$ cat src/rtl/decode_pkg.sv
// Instruction-set package shared by the decode stage and its scoreboard:
// opcode constants and per-opcode operand/destination helpers.
package decode_pkg;

  localparam int OPW = 6;

  localparam logic [OPW-1:0] INST_SW   = 6'b000000;
  localparam logic [OPW-1:0] INST_ADD  = 6'b000001;
  localparam logic [OPW-1:0] INST_J    = 6'b000010;
  localparam logic [OPW-1:0] INST_ADDI = 6'b000011;
  localparam logic [OPW-1:0] INST_LW   = 6'b000100;
  localparam logic [OPW-1:0] INST_BEQ  = 6'b000101;
  localparam logic [OPW-1:0] INST_BNE  = 6'b000110;
  localparam logic [OPW-1:0] INST_LUI  = 6'b001000;
  localparam logic [OPW-1:0] INST_FSW  = 6'b010000;
  localparam logic [OPW-1:0] INST_FMVI = 6'b010001;
  localparam logic [OPW-1:0] INST_FADD = 6'b011000;
  localparam logic [OPW-1:0] INST_FEQ  = 6'b011001;

  function automatic logic is_branch_inst(input logic [OPW-1:0] op);
    return (op == INST_BEQ) || (op == INST_BNE);
  endfunction

  function automatic logic uses_src1(input logic [OPW-1:0] op);
    return op inside {INST_SW, INST_ADD, INST_ADDI, INST_LW,
                      INST_BEQ, INST_BNE, INST_FSW, INST_FMVI,
                      INST_FADD, INST_FEQ};
  endfunction

  function automatic logic uses_src2(input logic [OPW-1:0] op);
    return op inside {INST_SW, INST_ADD, INST_BEQ, INST_BNE,
                      INST_FSW, INST_FADD, INST_FEQ};
  endfunction

  function automatic logic writes_rd(input logic [OPW-1:0] op);
    return op inside {INST_ADD, INST_ADDI, INST_LW, INST_LUI,
                      INST_FMVI, INST_FADD, INST_FEQ};
  endfunction

  // Float compares land in the integer file.
  function automatic logic fmode_dest(input logic [OPW-1:0] op);
    return op[4] && (op != INST_FEQ);
  endfunction

  function automatic logic src1_fmode(input logic [31:0] cmd);
    return cmd[30] && (cmd[29:27] != 3'b000);
  endfunction

  function automatic logic src2_fmode(input logic [31:0] cmd);
    return cmd[30] && (cmd[29:26] != 4'b0001);
  endfunction

endpackage

$ cat src/rtl/decode_scoreboard.sv
// Busy bits for the integer and float register files with
// set/clear/flush-undo precedence and the read-port hazard lookup.
module decode_scoreboard
  import decode_pkg::*;
#(
  parameter int REGW = 5,
  parameter int NREG = 2**REGW
) (
  input  logic            clk,
  input  logic            rst,
  input  logic            set_en,
  input  logic            set_f,
  input  logic [REGW-1:0] set_no,
  input  logic            clr_en,
  input  logic            clr_f,
  input  logic [REGW-1:0] clr_no,
  input  logic            undo_en,
  input  logic            undo_f,
  input  logic [REGW-1:0] undo_no,
  input  logic            use1,
  input  logic            f1,
  input  logic [REGW-1:0] no1,
  input  logic            use2,
  input  logic            f2,
  input  logic [REGW-1:0] no2,
  output logic            hazard1,
  output logic            hazard2
);

  logic [1:0][NREG-1:0] busy;
  logic [1:0][NREG-1:0] busy_nxt;
  logic                 clr1;
  logic                 clr2;

  // A writeback landing this cycle already satisfies the read.
  assign clr1 = clr_en && (clr_f == f1) && (clr_no == no1);
  assign clr2 = clr_en && (clr_f == f2) && (clr_no == no2);

  assign hazard1 = use1 && busy[f1][no1] && !clr1;
  assign hazard2 = use2 && busy[f2][no2] && !clr2;

  always_comb begin
    busy_nxt = busy;
    if (clr_en)
      busy_nxt[clr_f][clr_no] = 1'b0;
    if (undo_en)
      busy_nxt[undo_f][undo_no] = 1'b0;
    if (set_en && (set_f || (set_no != '0)))
      busy_nxt[set_f][set_no] = 1'b1;
  end

  always_ff @(posedge clk) begin
    if (rst)
      busy <= '0;
    else
      busy <= busy_nxt;
  end

endmodule

$ cat src/rtl/decode_stage.sv
// Fetch-to-execute decode stage: field extraction, handshakes,
// operand capture with writeback forwarding and a stall counter.
module decode_stage
  import decode_pkg::*;
#(
  parameter int XLEN = 32,
  parameter int NREG = 32,
  parameter int REGW = 5,
  parameter int CNTW = 16
) (
  input  logic            clk,
  input  logic            rst,
  input  logic            in_valid,
  output logic            in_ready,
  input  logic [XLEN-1:0] in_pc,
  input  logic [31:0]     in_command,
  input  logic            flush,
  output logic            fmode1,
  output logic            fmode2,
  output logic [REGW-1:0] reg1,
  output logic [REGW-1:0] reg2,
  input  logic [XLEN-1:0] reg_out1,
  input  logic [XLEN-1:0] reg_out2,
  input  logic            wb_valid,
  input  logic            wb_fmode,
  input  logic [REGW-1:0] wb_no,
  input  logic [XLEN-1:0] wb_data,
  output logic            out_valid,
  input  logic            out_ready,
  output logic [5:0]      opecode,
  output logic [15:0]     offset,
  output logic [XLEN-1:0] pc_out,
  output logic [XLEN-1:0] rs,
  output logic [XLEN-1:0] rt,
  output logic [REGW-1:0] rd_no,
  output logic [REGW-1:0] rs_no,
  output logic [REGW-1:0] rt_no,
  output logic            fmode1_reg,
  output logic            fmode2_reg,
  output logic [CNTW-1:0] stall_cnt
);

  logic [OPW-1:0]  op;
  logic [REGW-1:0] dest;
  logic            fdest;
  logic            hz1;
  logic            hz2;
  logic            hazard;
  logic            accept;
  logic            fwd1;
  logic            fwd2;
  logic            held_sets_busy;
  logic            held_f;
  logic [REGW-1:0] held_rd;

  assign op     = in_command[31:26];
  assign dest   = in_command[21 +: REGW];
  assign fdest  = fmode_dest(op);
  assign reg1   = in_command[16 +: REGW];
  assign reg2   = ((in_command[29:26] == 4'b0000) || is_branch_inst(op))
                ? in_command[21 +: REGW] : in_command[11 +: REGW];
  assign fmode1 = src1_fmode(in_command);
  assign fmode2 = src2_fmode(in_command);

  decode_scoreboard #(
    .REGW (REGW),
    .NREG (NREG)
  ) u_sb (
    .clk     (clk),
    .rst     (rst),
    .set_en  (accept && writes_rd(op)),
    .set_f   (fdest),
    .set_no  (dest),
    .clr_en  (wb_valid),
    .clr_f   (wb_fmode),
    .clr_no  (wb_no),
    .undo_en (flush && held_sets_busy),
    .undo_f  (held_f),
    .undo_no (held_rd),
    .use1    (uses_src1(op)),
    .f1      (fmode1),
    .no1     (reg1),
    .use2    (uses_src2(op)),
    .f2      (fmode2),
    .no2     (reg2),
    .hazard1 (hz1),
    .hazard2 (hz2)
  );

  assign hazard   = in_valid && (hz1 || hz2);
  assign in_ready = !hazard && (!out_valid || out_ready) && !flush;
  assign accept   = in_valid && in_ready;

  assign fwd1 = wb_valid && (wb_fmode == fmode1) && (wb_no == reg1);
  assign fwd2 = wb_valid && (wb_fmode == fmode2) && (wb_no == reg2);

  always_ff @(posedge clk) begin
    if (rst) begin
      opecode        <= INST_J;
      offset         <= '0;
      pc_out         <= '0;
      rs             <= '0;
      rt             <= '0;
      rd_no          <= '0;
      rs_no          <= '0;
      rt_no          <= '0;
      fmode1_reg     <= 1'b0;
      fmode2_reg     <= 1'b0;
      out_valid      <= 1'b0;
      held_sets_busy <= 1'b0;
      held_f         <= 1'b0;
      held_rd        <= '0;
      stall_cnt      <= '0;
    end else begin
      if (accept) begin
        opecode        <= op;
        offset         <= in_command[15:0];
        pc_out         <= in_pc;
        rs             <= fwd1 ? wb_data : reg_out1;
        rt             <= fwd2 ? wb_data : reg_out2;
        rd_no          <= dest;
        rs_no          <= reg1;
        rt_no          <= reg2;
        fmode1_reg     <= fmode1;
        fmode2_reg     <= fmode2;
        out_valid      <= 1'b1;
        held_sets_busy <= writes_rd(op);
        held_f         <= fdest;
        held_rd        <= dest;
      end else if (flush || (out_valid && out_ready)) begin
        out_valid      <= 1'b0;
        held_sets_busy <= 1'b0;
      end
      if (hazard && !flush && (stall_cnt != '1))
        stall_cnt <= stall_cnt + 1'b1;
    end
  end

endmodule

$ cat config.mk
export PLATFORM = sky130hd
export DESIGN_NAME = decode_stage
export DESIGN_NICKNAME = d
export VERILOG_FILES = /design/src/rtl/decode_pkg.sv /design/src/rtl/decode_scoreboard.sv /design/src/rtl/decode_stage.sv
export SDC_FILE = /design/constraint.sdc
export NUM_CORES = 1
export LEC_CHECK = 0
export CAP_MARGIN = 20
export CORE_UTILIZATION = 52
export DETAILED_ROUTE_END_ITERATION = 10
export MAX_ROUTING_LAYER = met4
export PLACE_DENSITY = 0.87
export SKIP_CTS_REPAIR_TIMING = 1
export SKIP_LAST_GASP = 1
export SLEW_MARGIN = 20
export SYNTH_ARGS = -nofsm -noshare
export SYNTH_HDL_FRONTEND = slang
export SYNTH_SLANG_ARGS = --single-unit
$ cat constraint.sdc
create_clock -name clk -period 9.7 [get_ports clk]
set_input_delay 0.97 -clock clk [delete_from_list [all_inputs] [get_ports clk]]
set_output_delay 0.97 -clock clk [all_outputs]
set_load 0.02 [all_outputs]
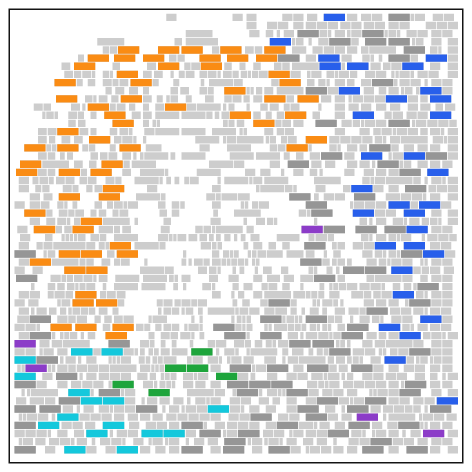
flops_by_reg.png
(3 px per µm) Other sequential cells in the stronger gray, the rest of the logic in the fainter gray.
| netlist name | color | flops |
|---|---|---|
| `rs` | blue | 32 |
| `opecode` | green | 6 |
| `offset` | cyan | 16 |
| `rs_no` | purple | 5 |
| `u_sb.busy` | orange | 64 |
fin util: 71.7%
register area: 0.00436 mm²
flop share of the area: 28.0%
power attributed to sequential cells: 0.954 mW

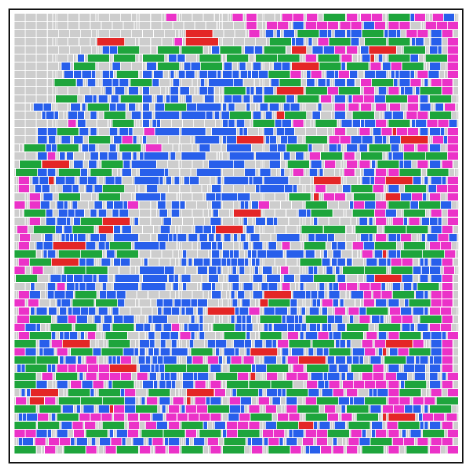
placement_by_type.png
(3 px per µm) Fill, decap, tap and diode cells in gray.
| class | color | cells | share of their area |
|---|---|---|---|
| combinational and other logic | blue | 903 | 43% |
| other buffers and delay cells | magenta | 351 | 23% |
| clock drivers and dummy loads | red | 44 | 5.3% |
| flops | green | 218 | 29% |

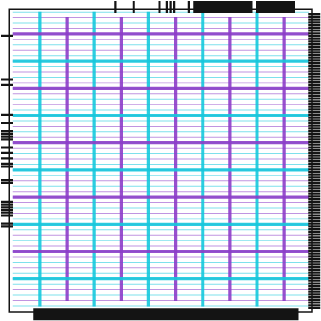
power_grid.png
(2 px per µm) Pins as bars on the die edge.
| net | color |
|---|---|
| VDD | purple |
| VSS | cyan |
rows: 54
met4 straps: 10
signal pins: 337
die width: 151 µm
maximum resistive drop on vdd: 167 µV

==> impl_metrics.yaml <==
# synthesis and place-and-route metrics
setup_path:
  critPathLaunch: "in_command[28]"
  critPathTopFamily: "buffers and inverters"
  cpPeakStageDelay_ns: 0.71
  crit_path_required_time_ns: 8.73
yosys:
  synth_area_mm2: 0.0115
  async_reset_ff_share_pct: 0
  ys.warnings.count: 0
  synthMuxAreaShare_pct: 19.1
  main_area_contributors: "sky130_fd_sc_hd__dfxtp_1, sky130_fd_sc_hd__mux2i_1, sky130_fd_sc_hd__mux4_2"
  synthSimpleGateAreaFrac_pct: 18.1
  postSynthCellCount: 1233
drt:
  dr_wl_met2_mm: 20.6
  totalWireLength_mm: 44.7
  m1WireLength_mm: 16.4
  routed-via-count: 11676
min_path:
  hp-class: "flip-flop to flip-flop"
  hold_path.startpoint: "pc_out[21]"
power:
  leakage_nw: 5.48
cells_and_area:
  stdcell_area_mm2: 0.0156
  comb_area_mm2: 0.00650
  lay_top_count: "sky130_fd_sc_hd__clkdlybuf4s50_1"
  finalNonFillerCells: 1796
placement:
  placed_cells: 1751
  placedInstanceArea_mm2: 0.0148
timing:
  worst_pin_slew_ns: 1.14
  report.final.hold_viol_count: 0
  final.setup_skew_ns: 0.0255
  slew_viol_final: 0
run_status:
  status: "finished, final reports clean"
global_route:
  largest_net_degree_at_the_start_of_global_routing: 129
  grt_use_met1_pct: 45.8
floorplan:
  initCoreUtil_pct: 52.8
clock_network:
  clkSinkCount: 218
  cts-root-to-sink-buffers: 3
  clk-insertion-delay-late_ns: 0.53
[power breakdown]
group | switching [mW] | internal [mW] | leakage (nW)
clock | 0.374 | 0.564 | 0.393
combinational | 0.236 | 0.192 | 3.31
sequential | 0.0218 | 0.932 | 1.78
total | 0.632 | 1.69 | 5.48
[area by class of cell]
cell class                 instances  area share, %
multi-input combinational        880           41.7
clock inverter                     7          0.578
clock buffer                      37           4.62
sequential                       218           28.0
inverter                          23          0.553
timing repair buffer             351           22.3
tap                              280           2.25
[how the worst min path moves through the flow]
stage / end / cells past startpoint
after global routing: rs[19] / 2
after CTS: pc_out[21] / 2
final: pc_out[21] / 2
after detailed placement: pc_out[21] / 2
after global placement: pc_out[15] / 2
after floorplan: u_sb.busy[47] / 2
Power figures rest on the tool's default switching activity, not on a simulated workload.
